===== src/rtl/uart_pkg.sv =====
// Shared definitions for the UART transmit arbiter: FSM encoding, default character width
// and the round-robin index wrap helper.
package uart_pkg;

    localparam int UART_DATA_BITS = 8;

    typedef enum logic [1:0] {
        ST_IDLE  = 2'd0,
        ST_GRANT = 2'd1,
        ST_SEND  = 2'd2
    } state_t;

    function automatic int wrap_inc(input int idx, input int n);
        return (idx + 1 >= n) ? 0 : idx + 1;
    endfunction

endpackage


===== src/rtl/rr_arbiter.sv =====
// Combinational round-robin picker: the first requester at or above i_ptr (wrapping)
// wins, reported both one-hot and as an index.
module rr_arbiter #(
    parameter  int N  = 4,
    localparam int IW = $clog2(N)
) (
    input  logic [N-1:0]  i_req,
    input  logic [IW-1:0] i_ptr,
    output logic [N-1:0]  o_gnt,
    output logic [IW-1:0] o_idx
);

    int w_j;

    // Scan from farthest to nearest so the requester closest to i_ptr is written last.
    always_comb begin
        o_gnt = '0;
        o_idx = '0;
        w_j   = 0;
        for (int k = N - 1; k >= 0; k--) begin
            w_j = int'(i_ptr) + k;
            if (w_j >= N) w_j = w_j - N;
            if (i_req[IW'(w_j)]) begin
                o_gnt            = '0;
                o_gnt[IW'(w_j)]  = 1'b1;
                o_idx            = IW'(w_j);
            end
        end
    end

endmodule


===== src/rtl/uart_tx_arbiter.sv =====
// Packet-level round-robin arbiter feeding one UART transmitter, one byte per tx_start/tx_done.
// Define UART_ARB_TIMEOUT_EN to release an owner that stalls mid-packet.
module uart_tx_arbiter
    import uart_pkg::*;
#(
    parameter  int NUM_REQ        = 4,
    parameter  int DATA_BITS      = UART_DATA_BITS,
    parameter  int TIMEOUT_CYCLES = 4096,
    localparam int IW             = $clog2(NUM_REQ)
) (
    input  logic                         clk,
    input  logic                         rst_n,
    input  logic [NUM_REQ-1:0]           s_tvalid,
    input  logic [NUM_REQ*DATA_BITS-1:0] s_tdata,
    input  logic [NUM_REQ-1:0]           s_tlast,
    output logic [NUM_REQ-1:0]           s_tready,
    output logic [DATA_BITS-1:0]         tx_data,
    output logic                         tx_start,
    input  logic                         tx_done,
    output logic [IW-1:0]                grant_id,
    output logic                         busy,
    output logic                         timeout_err,
    output state_t                       o_dbg_state,
    output logic [IW-1:0]                o_dbg_rr_ptr
);

    // Handshake: a beat transfers on a rising clk edge where s_tvalid[i] && s_tready[i];
    // s_tready only ever follows the owner's s_tvalid while in GRANT.

    state_t                 r_state, w_state_nxt;
    logic [IW-1:0]          r_rr_ptr, w_rr_nxt;
    logic [IW-1:0]          r_grant_id, w_grant_nxt;
    logic [DATA_BITS-1:0]   r_tx_data, w_data_nxt;
    logic                   r_last_q, w_last_nxt;
    logic                   r_tx_start, w_start_nxt;
    logic                   r_timeout_err, w_terr_nxt;
    logic [NUM_REQ-1:0]     w_arb_gnt;
    logic [IW-1:0]          w_arb_idx;
    logic [IW-1:0]          w_rr_inc;
    logic                   w_expire;
    logic [DATA_BITS-1:0]   w_bytes [NUM_REQ];

    rr_arbiter #(.N(NUM_REQ)) u_rr (
        .i_req (s_tvalid),
        .i_ptr (r_rr_ptr),
        .o_gnt (w_arb_gnt),
        .o_idx (w_arb_idx)
    );

    always_comb begin
        for (int i = 0; i < NUM_REQ; i++) w_bytes[i] = s_tdata[i*DATA_BITS +: DATA_BITS];
    end

    assign w_rr_inc = IW'(wrap_inc(int'(r_grant_id), NUM_REQ));

`ifdef UART_ARB_TIMEOUT_EN
    localparam int CNT_W = $clog2(TIMEOUT_CYCLES + 1);
    logic [CNT_W-1:0] r_cnt, w_cnt_nxt;

    assign w_expire  = (r_cnt == CNT_W'(TIMEOUT_CYCLES - 1));
    // Counts only idle GRANT cycles; any other state or a handshake restarts it.
    assign w_cnt_nxt = (r_state == ST_GRANT && !s_tvalid[r_grant_id] && !w_expire)
                       ? r_cnt + 1'b1 : '0;

    always_ff @(posedge clk or negedge rst_n) begin
        if (!rst_n) r_cnt <= '0;
        else        r_cnt <= w_cnt_nxt;
    end
`else
    assign w_expire = 1'b0;
`endif

    always_comb begin
        w_state_nxt = r_state;
        w_grant_nxt = r_grant_id;
        w_rr_nxt    = r_rr_ptr;
        w_data_nxt  = r_tx_data;
        w_last_nxt  = r_last_q;
        w_start_nxt = 1'b0;
        w_terr_nxt  = 1'b0;
        s_tready    = '0;
        unique case (r_state)
            ST_IDLE: begin
                if (|w_arb_gnt) begin
                    w_grant_nxt = w_arb_idx;
                    w_state_nxt = ST_GRANT;
                end
            end
            ST_GRANT: begin
                s_tready[r_grant_id] = s_tvalid[r_grant_id];
                if (s_tvalid[r_grant_id]) begin
                    w_data_nxt  = w_bytes[r_grant_id];
                    w_last_nxt  = s_tlast[r_grant_id];
                    w_start_nxt = 1'b1;
                    w_state_nxt = ST_SEND;
                end else if (w_expire) begin
                    w_rr_nxt    = w_rr_inc;
                    w_terr_nxt  = 1'b1;
                    w_state_nxt = ST_IDLE;
                end
            end
            ST_SEND: begin
                if (tx_done) begin
                    if (r_last_q) begin
                        w_rr_nxt    = w_rr_inc;
                        w_state_nxt = ST_IDLE;
                    end else begin
                        w_state_nxt = ST_GRANT;
                    end
                end
            end
            default: w_state_nxt = ST_IDLE;
        endcase
    end

    always_ff @(posedge clk or negedge rst_n) begin
        if (!rst_n) begin
            r_state       <= ST_IDLE;
            r_rr_ptr      <= '0;
            r_grant_id    <= '0;
            r_tx_data     <= '0;
            r_last_q      <= 1'b0;
            r_tx_start    <= 1'b0;
            r_timeout_err <= 1'b0;
        end else begin
            r_state       <= w_state_nxt;
            r_rr_ptr      <= w_rr_nxt;
            r_grant_id    <= w_grant_nxt;
            r_tx_data     <= w_data_nxt;
            r_last_q      <= w_last_nxt;
            r_tx_start    <= w_start_nxt;
            r_timeout_err <= w_terr_nxt;
        end
    end

    assign tx_data      = r_tx_data;
    assign tx_start     = r_tx_start;
    assign grant_id     = r_grant_id;
    assign busy         = (r_state != ST_IDLE);
    assign timeout_err  = r_timeout_err;
    assign o_dbg_state  = r_state;
    assign o_dbg_rr_ptr = r_rr_ptr;

endmodule


===== config.mk =====
export PLATFORM = sky130hd
export DESIGN_NAME = uart_tx_arbiter
export DESIGN_NICKNAME = d
export VERILOG_FILES = /design/src/rtl/uart_pkg.sv /design/src/rtl/rr_arbiter.sv /design/src/rtl/uart_tx_arbiter.sv
export SDC_FILE = /design/constraint.sdc
export NUM_CORES = 1
export LEC_CHECK = 0
export CAP_MARGIN = 25
export CORE_UTILIZATION = 40
export DETAILED_ROUTE_END_ITERATION = 6
export PLACE_DENSITY = 0.77
export SYNTH_ARGS = -nofsm -noshare
export SYNTH_HDL_FRONTEND = slang
export SYNTH_SLANG_ARGS = --single-unit

===== constraint.sdc =====
create_clock -name clk -period 2.4 [get_ports clk]
set_input_delay 0.24 -clock clk [delete_from_list [all_inputs] [get_ports clk]]
set_output_delay 0.24 -clock clk [all_outputs]
set_load 0.005 [all_outputs]

==> out/qor.txt <==
outcome: finished clean
Top Layout Cells: clkdlybuf4s50_1 (58), nand2_1 (31), dfrtp_1 (16)
Slew @ Worst Pin: 0.731 ns
Synth warnings: 0
Final Max Tran Viols: 0
relative slew slack: 51.1%
clk cell area share: 1.64%
Min Clock Period, post-route: 2.18 ns
end point of the critical path: grant_id[0]$_DFFE_PN0P_
area grow syn2layout: 53.7%
clock-pin slew on the worst setup and hold paths: 0.10 ns
Syn Area/Cell: 10.6 µm²
First DRT Iteration DRCs: 48
Logic Gate Count: 106
Setup Crit Path Kind: register to register
startpoint types: register
clk_skew: 0.00563 ns
via count of the first global-routing pass: 1,223
post-synthesis cell type count: 38
total track usage: 20.6%
==> images/gates.png <==
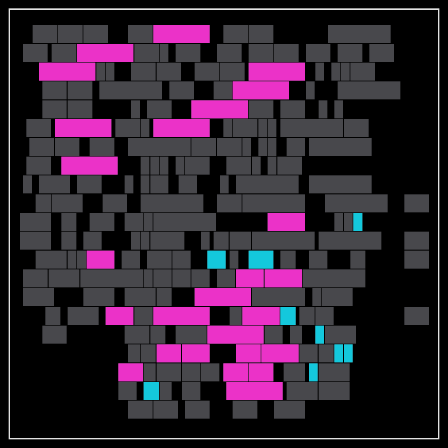
| colour | family | cells | most used |
|---|---|---|---|
| magenta | mux cells | 26 | mux4_2 |
| cyan | nor cells | 9 | nor2_1 |
fraction of area in multi-input gates: 43.7%
Layout Cells excl Fill: 253

==> images/pinout.png <==
Scale bar: 20 µm. Pins as bars across the die edge, other pins in grey.
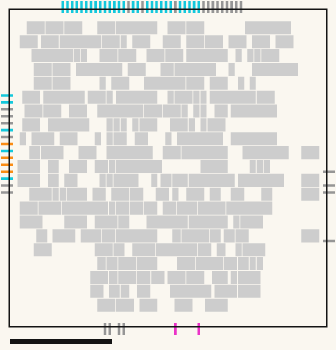
| colour | port | pins | direction | edge |
|---|---|---|---|---|
| cyan | s_tdata | 32 | input | 27 top, 5 left |
| orange | s_tready | 4 | output | left |
| magenta | o_dbg_rr_ptr | 2 | output | bottom |
all pins by edge: 39 top, 15 left, 6 bottom, 4 right

==> images/clock_nets.png <==
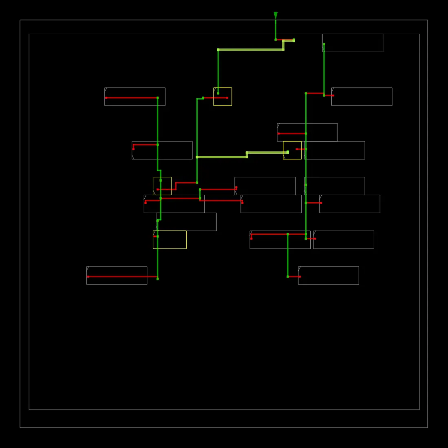
CLK BUF: 4
Late-Pin Clk Latency: 0.29 ns
Seq cells: 16
CTS buffer count: 3
Clock group: 180 µW

Power figures rest on the tool's default switching activity, not on a simulated workload.
